### src/rtl/mycpu_pkg.sv
// rtl/mycpu_pkg.sv - shared types and control-word constants for the mycpu control unit
package mycpu_pkg;

    typedef enum logic [2:0] {RST, INF, EX0, MW, XL0, HLT, ERR} cu_state_t;

    typedef enum logic [6:0] {
        OP_MOVA = 7'h00, OP_INC, OP_ADD, OP_ADDC, OP_SUB, OP_DEC, OP_AND, OP_OR,
        OP_XOR, OP_NOT, OP_NEG, OP_ASR, OP_MOVB, OP_SHR, OP_SHL, OP_CLR,
        OP_LDI = 7'h10, OP_ADI, OP_LD, OP_ST, OP_IOR, OP_IOW,
        OP_BRZ, OP_BRN, OP_JMP, OP_MUL, OP_XXL, OP_HAL
    } opcode_t;

    localparam logic [3:0] FS_MOVA = 4'b0000;
    localparam logic [3:0] FS_ADD  = 4'b0010;
    localparam logic [3:0] FS_MUL  = 4'b0011;
    localparam logic [3:0] FS_MOVB = 4'b1100;
    localparam logic [3:0] FS_SHL  = 4'b1110;

    localparam logic [1:0] PS_HOLD = 2'b00;
    localparam logic [1:0] PS_INC  = 2'b01;
    localparam logic [1:0] PS_BR   = 2'b10;
    localparam logic [1:0] PS_JMP  = 2'b11;

    localparam logic [1:0] MD_FU  = 2'b00;
    localparam logic [1:0] MD_MEM = 2'b01;
    localparam logic [1:0] MD_IO  = 2'b10;

    typedef struct packed {
        logic [1:0] ps;
        logic       il;
        logic       rw;
        logic       mm;
        logic [1:0] md;
        logic       mb;
        logic [3:0] fs;
        logic       wen;
        logic       iom;
        logic       mem_req;
    } cu_ctrl_t;

    localparam cu_ctrl_t CTRL_DEFAULT = '{
        ps: PS_HOLD, il: 1'b0, rw: 1'b0, mm: 1'b0, md: MD_FU, mb: 1'b0,
        fs: FS_MOVA, wen: 1'b1, iom: 1'b0, mem_req: 1'b0
    };

endpackage

### src/rtl/cu_sat_counter.sv
// rtl/cu_sat_counter.sv - saturating event counter flagging the increment that reaches MAX
module cu_sat_counter #(
    parameter int MAX = 15,
    parameter int W   = $clog2(MAX + 1)
) (
    input  logic clk,
    input  logic rst_n,
    input  logic clr,
    input  logic inc,
    output logic hit
);
    logic [W-1:0] cnt;

    always_ff @(posedge clk) begin
        if (!rst_n || clr) begin
            cnt <= '0;
        end else if (inc && (cnt != W'(MAX))) begin
            cnt <= cnt + 1'b1;
        end
    end

    // hit marks the cycle whose increment brings the count to MAX
    assign hit = inc && (cnt == W'(MAX - 1));

endmodule

### src/rtl/cu_fsm_mc.sv
// rtl/cu_fsm_mc.sv - multi-cycle control unit with memory wait, MUL, XXL loop and error trap
module cu_fsm_mc
    import mycpu_pkg::*;
#(
    parameter int MUL_LAT  = 3,
    parameter int WAIT_MAX = 15,
    parameter int XL_MAX   = 16,
    parameter int RA_W     = 3
) (
    input  logic                  clk,
    input  logic                  rst_n,
    input  logic [15:0]           ins_in,
    input  logic                  z_in,
    input  logic                  n_in,
    input  logic                  mem_rdy_in,
    output logic [1:0]            ps_out,
    output logic                  il_out,
    output logic                  rw_out,
    output logic [3*(RA_W+1)-1:0] rs_out,
    output logic                  mm_out,
    output logic [1:0]            md_out,
    output logic                  mb_out,
    output logic [3:0]            fs_out,
    output logic                  wen_out,
    output logic                  iom_out,
    output logic                  mem_req_out,
    output logic                  halted_out,
    output logic                  err_out
);
    cu_state_t  state, next_state;
    cu_ctrl_t   ctrl;
    logic [6:0] opc;
    logic       is_load, is_store, is_io;
    logic       wait_inc, wait_hit, mul_inc, mul_hit, xl_inc, xl_hit, cnt_clr;
    logic       unused_ins;

    assign opc        = ins_in[15:9];
    assign unused_ins = ^ins_in[8:0];
    assign is_load    = (opc == OP_LD)  || (opc == OP_IOR);
    assign is_store   = (opc == OP_ST)  || (opc == OP_IOW);
    assign is_io      = (opc == OP_IOR) || (opc == OP_IOW);

    always_ff @(posedge clk) begin
        if (!rst_n) state <= RST;
        else        state <= next_state;
    end

    always_comb begin
        ctrl       = CTRL_DEFAULT;
        next_state = state;
        wait_inc   = 1'b0;
        mul_inc    = 1'b0;
        xl_inc     = 1'b0;
        case (state)
            RST: next_state = INF;
            INF: begin
                ctrl.mm      = 1'b1;
                ctrl.mem_req = 1'b1;
                if (mem_rdy_in) begin
                    ctrl.il    = 1'b1;
                    next_state = EX0;
                end else begin
                    wait_inc = 1'b1;
                    if (wait_hit) next_state = ERR;
                end
            end
            EX0: begin
                if (opc[6:4] == 3'b000) begin
                    ctrl.ps    = PS_INC;
                    ctrl.rw    = 1'b1;
                    ctrl.fs    = opc[3:0];
                    next_state = INF;
                end else begin
                    case (opc)
                        OP_LDI, OP_ADI: begin
                            ctrl.ps    = PS_INC;
                            ctrl.rw    = 1'b1;
                            ctrl.mb    = 1'b1;
                            ctrl.fs    = (opc == OP_LDI) ? FS_MOVB : FS_ADD;
                            next_state = INF;
                        end
                        OP_MUL: begin
                            ctrl.fs = FS_MUL;
                            if (MUL_LAT == 1) begin
                                ctrl.ps    = PS_INC;
                                ctrl.rw    = 1'b1;
                                next_state = INF;
                            end else begin
                                mul_inc    = 1'b1;
                                next_state = MW;
                            end
                        end
                        OP_LD, OP_ST, OP_IOR, OP_IOW: begin
                            ctrl.mem_req = 1'b1;
                            ctrl.iom     = is_io;
                            ctrl.wen     = ~is_store;
                            ctrl.md      = (opc == OP_LD) ? MD_MEM : (opc == OP_IOR) ? MD_IO : MD_FU;
                            if (mem_rdy_in) begin
                                ctrl.ps    = PS_INC;
                                ctrl.rw    = is_load;
                                next_state = INF;
                            end else begin
                                wait_inc = 1'b1;
                                if (wait_hit) next_state = ERR;
                            end
                        end
                        OP_BRZ: begin
                            ctrl.ps    = z_in ? PS_BR : PS_INC;
                            next_state = INF;
                        end
                        OP_BRN: begin
                            ctrl.ps    = n_in ? PS_BR : PS_INC;
                            next_state = INF;
                        end
                        OP_JMP: begin
                            ctrl.ps    = PS_JMP;
                            next_state = INF;
                        end
                        OP_XXL: begin
                            if (z_in) begin
                                ctrl.ps    = PS_INC;
                                next_state = INF;
                            end else begin
                                ctrl.fs    = FS_SHL;
                                ctrl.rw    = 1'b1;
                                xl_inc     = 1'b1;
                                next_state = xl_hit ? ERR : XL0;
                            end
                        end
                        OP_HAL:  next_state = HLT;
                        default: next_state = ERR;
                    endcase
                end
            end
            MW: begin
                ctrl.fs = FS_MUL;
                mul_inc = 1'b1;
                if (mul_hit) begin
                    ctrl.rw    = 1'b1;
                    ctrl.ps    = PS_INC;
                    next_state = INF;
                end
            end
            // XL0 returns to EX0 without refetch so XXL re-tests z on the same instruction
            XL0:     next_state = EX0;
            HLT:     next_state = HLT;
            ERR:     next_state = ERR;
            default: next_state = ERR;
        endcase
    end

    assign cnt_clr = ((state == INF) && (next_state == EX0)) ||
                     ((state != INF) && (next_state == INF));

    cu_sat_counter #(.MAX(WAIT_MAX)) u_wait_cnt (
        .clk(clk), .rst_n(rst_n), .clr(cnt_clr), .inc(wait_inc), .hit(wait_hit)
    );
    cu_sat_counter #(.MAX(MUL_LAT)) u_mul_cnt (
        .clk(clk), .rst_n(rst_n), .clr(cnt_clr), .inc(mul_inc), .hit(mul_hit)
    );
    cu_sat_counter #(.MAX(XL_MAX)) u_xl_cnt (
        .clk(clk), .rst_n(rst_n), .clr(cnt_clr), .inc(xl_inc), .hit(xl_hit)
    );

    assign ps_out      = ctrl.ps;
    assign il_out      = ctrl.il;
    assign rw_out      = ctrl.rw;
    assign rs_out      = '0;
    assign mm_out      = ctrl.mm;
    assign md_out      = ctrl.md;
    assign mb_out      = ctrl.mb;
    assign fs_out      = ctrl.fs;
    assign wen_out     = ctrl.wen;
    assign iom_out     = ctrl.iom;
    assign mem_req_out = ctrl.mem_req;
    assign halted_out  = (state == HLT);
    assign err_out     = (state == ERR);

endmodule

### config.mk
export PLATFORM = sky130hd
export DESIGN_NAME = cu_fsm_mc
export DESIGN_NICKNAME = d
export VERILOG_FILES = /design/src/rtl/mycpu_pkg.sv /design/src/rtl/cu_sat_counter.sv /design/src/rtl/cu_fsm_mc.sv
export SDC_FILE = /design/constraint.sdc
export NUM_CORES = 1
export LEC_CHECK = 0
export CAP_MARGIN = 25
export CORE_UTILIZATION = 45
export CTS_CLUSTER_DIAMETER = 120
export DETAILED_ROUTE_END_ITERATION = 7
export DONT_BUFFER_PORTS = 1
export PLACE_DENSITY = 0.68
export SYNTH_ARGS = -nofsm -noshare
export SYNTH_HDL_FRONTEND = slang
export SYNTH_SLANG_ARGS = --single-unit
export TNS_END_PERCENT = 50
### constraint.sdc
create_clock -name clk -period 5.2 [get_ports clk]
set_input_delay 1.56 -clock clk [delete_from_list [all_inputs] [get_ports clk]]
set_output_delay 1.56 -clock clk [all_outputs]
set_load 0.02 [all_outputs]
==> job_summary.md, run 1 <==
### Flow metrics

| Metric | Value |
|---|---|
| Peak supply drop | `0.1215 mV` |
| Capture instance of the worst register-to-register path | `u_xl_cnt.cnt[4]` |
| Multi-input gates | `between 150 and 200` |
| Wire length of the first global-routing pass | `5582 um` |
| Number of clock buffers inserted by TritonCTS | `3` |
| CTS H-tree lvls | `1` |
| Clock tree from TritonCTS | `done` |
| Commonest cells in the synthesized netlist | `nor2_1 (22), dfxtp_1 (14), nand2_1 (14)` |
| Count of library flops with an enable pin | `0` |
| Met3 wirelength from detailed routing | `between 200 and 250 um` |
| Unrepaired setup endpoints after global routing | `no` |
| Leading register cell type out of synthesis | `dfxtp_1` |
| Tally of buffers added on design ports | `0` |
| Synthesized-area fraction occupied by and/or/nand/nor cells | `about a third` |
| WP data required | `~3.6 ns` |
| Achievable Freq | `around 0.22 GHz` |
| Yosys cell count | `about 190` |
| DP HPWL | `between 2000 and 3000 um` |
| Cell type group with the largest total delay on the critical path | `simple AND/OR/NAND/NOR gates` |
| Logic share of the area | `a little over two thirds` |
| Cell leakage power | `roughly 0.52 nW` |
| Status | `complete, no violations` |
| Hold-fix buffers, CTS | `0` |
| Sequential share of power | `roughly two fifths` |
| Max FFs per register | `5` |
| Number of remaining DRC errors | `0` |
| Internal | `around 0.00019 W` |
| Slowest cell on the critical path | `or4b_1` |
| Post-synthesis sequential area ratio | `about a fifth` |
| Final setup TNS | `0 ns` |
| Combinational share of power | `roughly 44%` |
| Power consumed by sequential cells | `~0.00013 W` |
| Post-place setup slack | `between 0.5 and 0.6 ns` |
| Switching portion of total power | `42.75%` |
| Final Skew | `roughly 0.0012 ns` |
| Total of endpoints with negative setup slack in the final report | `0` |
| Launch point of the worst path | `ins_in[15]` |
| Initial core utilization | `a little under half` |
| Global-route met1 utilization | `27.24%` |
| Final Power | `0.0003336 W` |
| Multiplexer share of the synthesized area | `roughly 1.4%` |
| 1st-pass router iterations | `4` |
### M3 wires, run 1

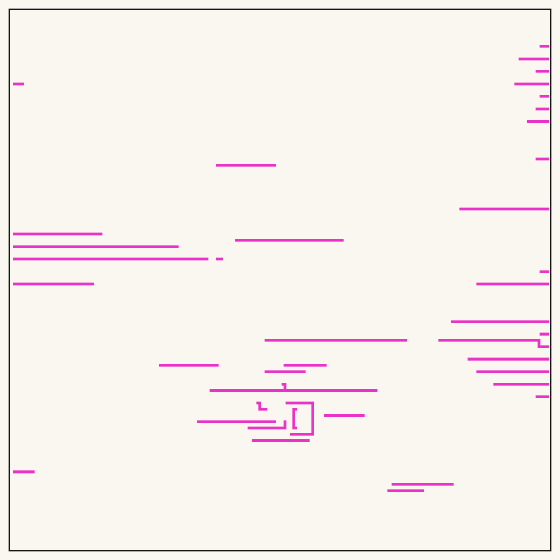
wire length on this layer: 249 um
nets with wire on the layer: 34
share of all routed wire: 7.7%
main direction: horizontal
longest straight run: 20.9 um
post-detailed-routing wire length: 3250 um
met3 track demand over resource in global routing: 5.495%
overall via count from detail_route: 1323

### Clock nets, run 1

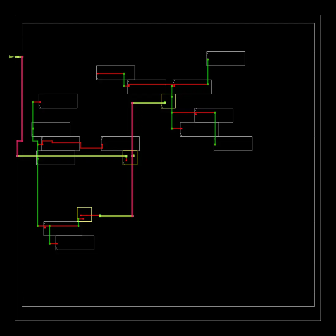
Seq cells: 14
clock latency reported for the late side of the worst-skew pair: 0.28 ns
power consumed by the clock network: 0.0000592 W

### Met2 routing, run 1

The bar under the picture is 20 um long.
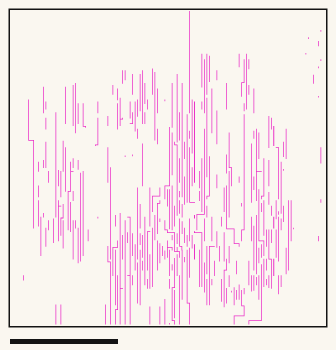
main direction: vertical
share of all routed wire: 46%
wire length on this layer: 1510 um
longest straight run: 21.4 um
nets with wire on the layer: 183
met2 Use GR: 34.15%

## Run 2: what changed since run 1
MAX_ROUTING_LAYER = met4   (was not set)
==> job_summary.md, run 2 <==
### Flow metrics

| Metric | Value |
|---|---|
| Clock latency reported for the late side of the worst-skew pair | `0.28 ns (about the same)` |
| Yosys synthesis chip area | `~1400 um2` |
| Netlist cell types | `about 57` |
| Unrepaired setup endpoints after global routing | `no` |
| Last weighted congestion value of the routability-driven placer | `approximately 0.86` |
| Multi-input gates | `155 (unchanged)` |
| Largest area class, layout | `combinational gates` |
| Met3 track demand over resource in global routing | `5.495% (unchanged)` |
| Sequential share of power | `38.3% (about the same)` |
| Worst Reg-to-Reg Cells | `6` |
| Clock distribution area overhead in the final layout | `approximately 1.5%` |
| Internal | `0.0001910 W (about the same)` |
| Leading register cell type out of synthesis | `dfxtp_1` |
| Multiplexer share of the synthesized area | `1.384% (unchanged)` |
| Clock tree from TritonCTS | `done` |
| Met3 wirelength from detailed routing | `229 um (-8.0%)` |
| Comb area leader | `simple AND/OR/NAND/NOR gates` |
| Root Buffer | `clkbuf_4` |
| Achievable Freq | `0.2156 GHz (-0.20%)` |
| Number of remaining DRC errors | `0 (unchanged)` |
| Cell leakage power | `0.5236 nW (unchanged)` |
| Cell type group with the largest total delay on the critical path | `simple AND/OR/NAND/NOR gates` |
| Sum of overflow across all layers after global routing | `0` |
| Number of warnings reported in the yosys synthesis log | `0` |
| Max FFs per register | `5 (unchanged)` |
| Launch point of the worst path | `ins_in[15]` |
| Seq cells | `14 (unchanged)` |
| Global-route met1 utilization | `27.37% (+0.14 points)` |
| Topmost layer with routed signal wires | `met4` |
| Tally of OpenROAD warnings | `38` |
| Top Registers | `u_xl_cnt.cnt: 5 flops, u_wait_cnt.cnt: 4 flops, state: 3 flops` |
| Worst reg2reg startpoint | `state[0]` |
| Flops out of synthesis | `14` |
| Logic share of the area | `70.33% (unchanged)` |
| WP data required | `3.64 ns (about the same)` |
| Core Rows | `20` |
| Crit path launch type | `input port` |
| Yosys cell count | `191 (unchanged)` |
| Post-place setup slack | `0.5974 ns (unchanged)` |
| Slowest cell on the critical path | `or4b_1` |
| Commonest cells in the synthesized netlist | `nor2_1 (22), dfxtp_1 (14), nand2_1 (14)` |
| Wire length of the first global-routing pass | `5575 um (-0.13%)` |
| Met2 wire length | `1523 um` |
| HP Class | `flop to flop` |
| Share of final layout cell area taken by non-clock buffers | `under 10%` |
| Capture instance of the worst register-to-register path | `u_xl_cnt.cnt[4]` |
| Clock slew at reported path FFs | `0.07 ns` |
| CTS H-tree lvls | `1 (unchanged)` |
| Final setup TNS | `0 ns (unchanged)` |
| Power consumed by sequential cells | `0.000128 W (about the same)` |
| Clock buffer depth | `2` |
| Total of endpoints with negative setup slack in the final report | `0 (unchanged)` |
| Status | `complete, no violations` |
| Most area-hungry cell type in the Yosys netlist | `dfxtp_1` |
| Hold-fix buffers, CTS | `0 (unchanged)` |
| Tally of buffers added on design ports | `0 (unchanged)` |
| Synth top area cells | `dfxtp_1 (19%), buf_4 (6.7%), ha_1 (6.1%), nor2_1 (5.7%), nand2_1 (3.6%)` |
| Post-synthesis sequential area ratio | `19.38% (unchanged)` |
| Final Power | `0.0003330 W (-0.19%)` |
| First DRT Iteration DRCs | `between 50 and 60` |
| DP HPWL | `2533 um (unchanged)` |
| Combinational cell area excluding buffers and inverters | `around 1000 um2` |
| Mean instance size in the synthesized netlist | `approximately 7.6 um2` |
| Count of library flops with an enable pin | `0 (unchanged)` |
| Fraction of registers with async set/reset | `0%` |
| Peak supply drop | `0.1213 mV (-0.12%)` |
| Ordered cell list for the critical path | `or4b_1 > nor4_1 > nor3_1 > a211oi_1 > buf_4` |
| Finished Layout Cells | `231` |
| Initial core utilization | `47.38% (unchanged)` |
| Synthesized-area fraction occupied by and/or/nand/nor cells | `34.86% (unchanged)` |
| Average wire per standard cell | `between 10 and 15 um` |
| Biggest fanout along the worst timing path | `6` |
| Combinational share of power | `43.9% (about the same)` |
| Switching portion of total power | `42.65% (-0.11 points)` |
| 1st-pass router iterations | `4 (unchanged)` |
| Register-to-register setup slack | `approximately 2.6 ns` |
### Clock nets, run 2

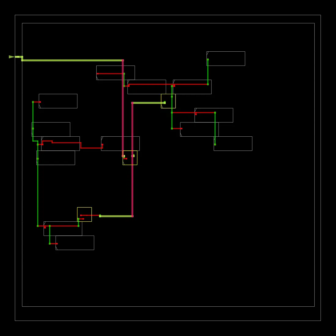
number of clock buffers inserted by TritonCTS: 3
clk sink count: 14
power consumed by the clock network: 0.0000591 W
Final Skew: 0.001374 ns
tally of clock buffers in the finished layout: 3

### M3 wires, run 2

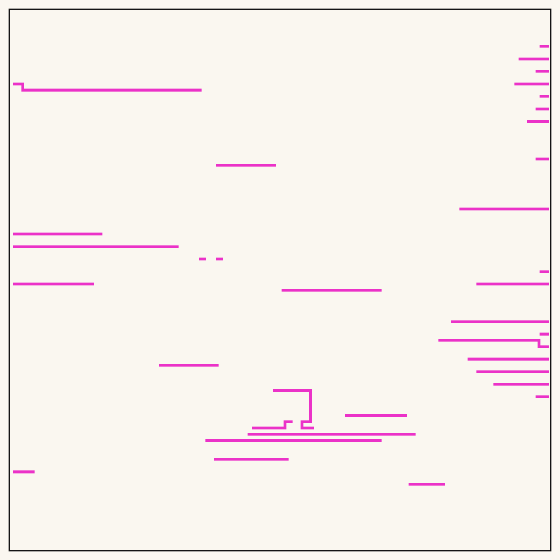
share of all routed wire: 7.1%
longest straight run: 19.3 um
main direction: horizontal
wire length on this layer: 229 um
post-detailed-routing wire length: 3228 um
overall via count from detail_route: 1315

### Met2 routing, run 2

The bar under the picture is 20 um long.
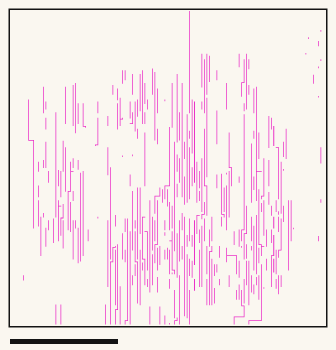
share of all routed wire: 47%
longest straight run: 21.4 um
met2 Use GR: 33.99%

## Run 3: what changed since run 2
CAP_MARGIN = not set   (was 25)
CORE_UTILIZATION = 24   (was 45)
PLACE_DENSITY = 0.45   (was 0.68)
==> job_summary.md, run 3 <==
### Flow metrics

| Metric | Value |
|---|---|
| Status | `complete, no violations` |
| Tally of buffers added on design ports | `0 (unchanged)` |
| Netlist cell types | `57 (unchanged)` |
| Synth top area cells | `dfxtp_1 (19%), buf_4 (6.7%), ha_1 (6.1%), nor2_1 (5.7%), nand2_1 (3.6%)` |
| Clock distribution area overhead in the final layout | `3.571% (+2.0 points)` |
| Source of the worst hold timing path | `u_xl_cnt.cnt[2]` |
| Number of remaining DRC errors | `0 (unchanged)` |
| Leading register cell type out of synthesis | `dfxtp_1` |
| Most flop-heavy register | `u_xl_cnt.cnt` |
| Most area-hungry cell type in the Yosys netlist | `dfxtp_1` |
| Final setup TNS | `0 ns (unchanged)` |
| Top Registers | `u_xl_cnt.cnt: 5 flops, u_wait_cnt.cnt: 4 flops, state: 3 flops` |
| Commonest cells in the synthesized netlist | `nor2_1 (22), dfxtp_1 (14), nand2_1 (14)` |
| HP Class | `flop to flop` |
| Unrepaired setup endpoints after global routing | `no` |
| Sum of overflow across all layers after global routing | `0 (unchanged)` |
| Count of library flops with an enable pin | `0 (unchanged)` |
| Crit path buffers/inverters | `0` |
| Capture instance of the worst register-to-register path | `u_xl_cnt.cnt[4]` |
| DP HPWL | `2707 um (+6.8%)` |
| Sequential share of power | `33.2% (-5.1 points)` |
| Power consumed by sequential cells | `0.000128 W (about the same)` |
| Ordered cell list for the critical path | `or4b_1 > nor2_4 > nand2_1 > a31oi_1` |
| Logic share of the area | `66.56% (-3.8 points)` |
| WP data required | `3.64 ns (about the same)` |
| Yosys synthesis chip area | `1446 um2 (unchanged)` |
| Comb area leader | `simple AND/OR/NAND/NOR gates` |
| Fraction of registers with async set/reset | `0% (unchanged)` |
| Synthesized-area fraction occupied by and/or/nand/nor cells | `34.86% (unchanged)` |
| Largest area class, layout | `combinational gates` |
| Multi-input gates | `155 (unchanged)` |
| Clock tree from TritonCTS | `done` |
| Clock slew at reported path FFs | `0.06 ns (about the same)` |
| Max FFs per register | `5 (unchanged)` |
| Share of final layout cell area taken by non-clock buffers | `3.409% (+0.84 points)` |
| CTS H-tree lvls | `1 (unchanged)` |
| Average wire per standard cell | `13.44 um (-3.8%)` |
| Post-place setup slack | `0.6106 ns (+0.01313 ns)` |
| Slowest cell on the critical path | `or4b_1` |
| Number of clock buffers inserted by TritonCTS | `3 (unchanged)` |
| Topmost layer with routed signal wires | `met4` |
| Last weighted congestion value of the routability-driven placer | `0.7475 (-13%)` |
| Pin count of the biggest net entering global routing | `19` |
| Crit path launch type | `input port` |
| Total of endpoints with negative setup slack in the final report | `0 (unchanged)` |
| Number of warnings reported in the yosys synthesis log | `0 (unchanged)` |
| First DRT Iteration DRCs | `48 (-14%)` |
| Internal | `0.0002347 W (+23%)` |
| Cell leakage power | `0.5484 nW (+4.7%)` |
| Clock latency reported for the late side of the worst-skew pair | `0.24 ns (-0.04 ns)` |
| Worst reg2reg startpoint | `state[0]` |
| Clock buffer depth | `2 (unchanged)` |
| Register-to-register setup slack | `2.82 ns (+0.19 ns)` |
| Seq cells | `14 (unchanged)` |
| Post-synthesis sequential area ratio | `19.38% (unchanged)` |
| Peak supply drop | `0.06266 mV (-48%)` |
| Met2 wire length | `1612 um (+5.8%)` |
| Combinational cell area excluding buffers and inverters | `1026 um2 (unchanged)` |
| Achievable Freq | `0.2183 GHz (+1.3%)` |
| Tap cell instance count | `a little over 70` |
| Wire length of the first global-routing pass | `5871 um (+5.3%)` |
| Met3 track demand over resource in global routing | `2.629% (-2.9 points)` |
| Cell type group with the largest total delay on the critical path | `simple AND/OR/NAND/NOR gates` |
| Worst Reg-to-Reg Cells | `8 (+2)` |
| Combinational share of power | `39.1% (-4.8 points)` |
| Arr. time, crit path | `between 3 and 4 ns` |
| Met3 wirelength from detailed routing | `156 um (-32%)` |
| Final Power | `0.0003842 W (+15%)` |
| Hold-fix buffers, CTS | `0 (unchanged)` |
| Biggest fanout along the worst timing path | `6 (unchanged)` |
| Tally of OpenROAD warnings | `38 (unchanged)` |
| Flops out of synthesis | `14 (unchanged)` |
| Yosys cell count | `191 (unchanged)` |
| Launch point of the worst path | `ins_in[15]` |
| Core Rows | `27 (+35%)` |
| Mean instance size in the synthesized netlist | `7.573 um2 (unchanged)` |
| Initial core utilization | `25.64% (-22 points)` |
| Switching portion of total power | `38.91% (-3.7 points)` |
| 1st-pass router iterations | `4 (unchanged)` |
| Antenna Nets Post-Route | `0` |
| Critical path destination | `ps_out[0]` |
| Clk sink count | `14 (unchanged)` |
| Multiplexer share of the synthesized area | `1.384% (unchanged)` |
| Global-route met1 utilization | `15.14% (-12 points)` |
| Final Skew | `0.001095 ns (-0.0002789 ns)` |
| Final worst path period share | `approximately nine tenths` |
### Sequential cells coloured by instance or generate block, run 3

Other sequential cells in the stronger grey, the rest of the logic in the fainter grey.
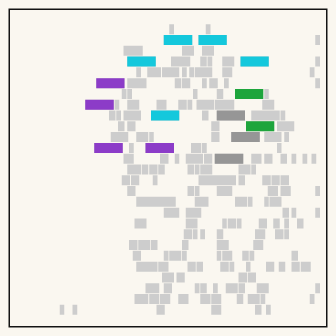
| scope | colour | flops |
|---|---|---|
| `u_mul_cnt` | green | 2 |
| `u_xl_cnt` | cyan | 5 |
| `u_wait_cnt` | purple | 4 |
Finished Layout Cells: 262
final core utilization: 27.32%
Die Area: 6341 um2

### Clock nets, run 3

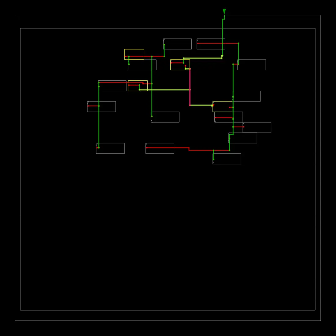
tally of clock buffers in the finished layout: 4
power consumed by the clock network: 0.000106 W

### Met2 routing, run 3

The bar under the picture is 20 um long.
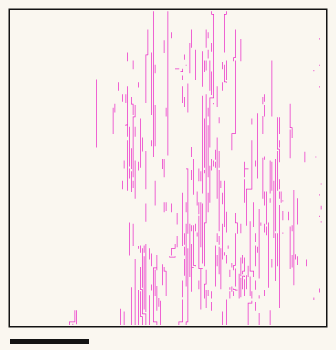
main direction: vertical
wire length on this layer: 1610 um
nets with wire on the layer: 166
share of all routed wire: 46%
overall via count from detail_route: 1299
post-detailed-routing wire length: 3521 um
met2 Use GR: 19.66%


==> screenshots <==
PDN straps and rails.
The bar under the picture is 20 um long. Pins as bars on the die edge.
shot_01.png
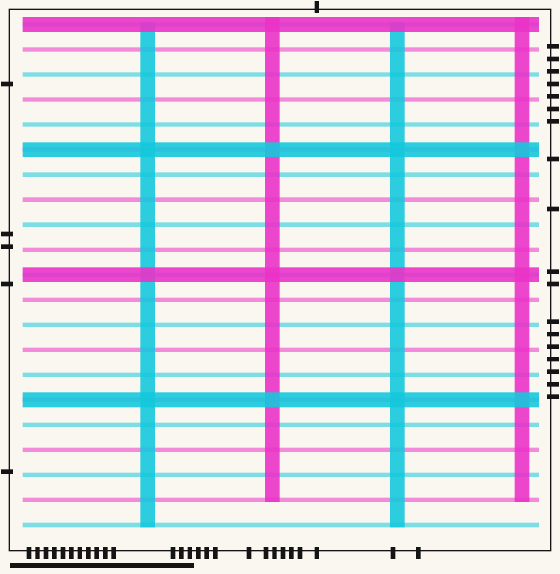
shot_02.png
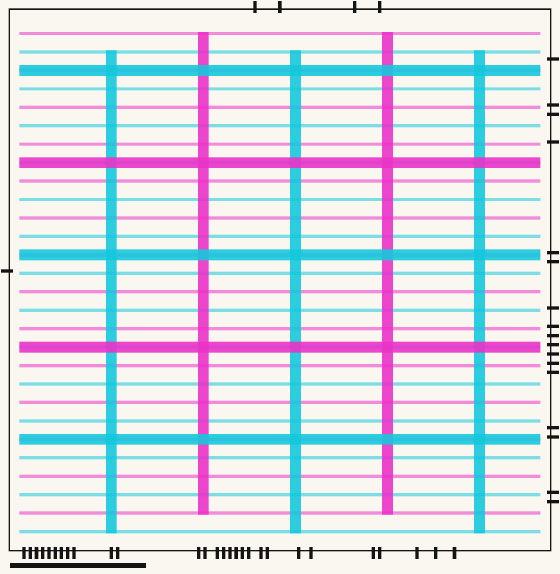
shot_01.png -> run 1
shot_02.png -> run 3

No activity file was given, so power comes from the tool's default toggle rates.
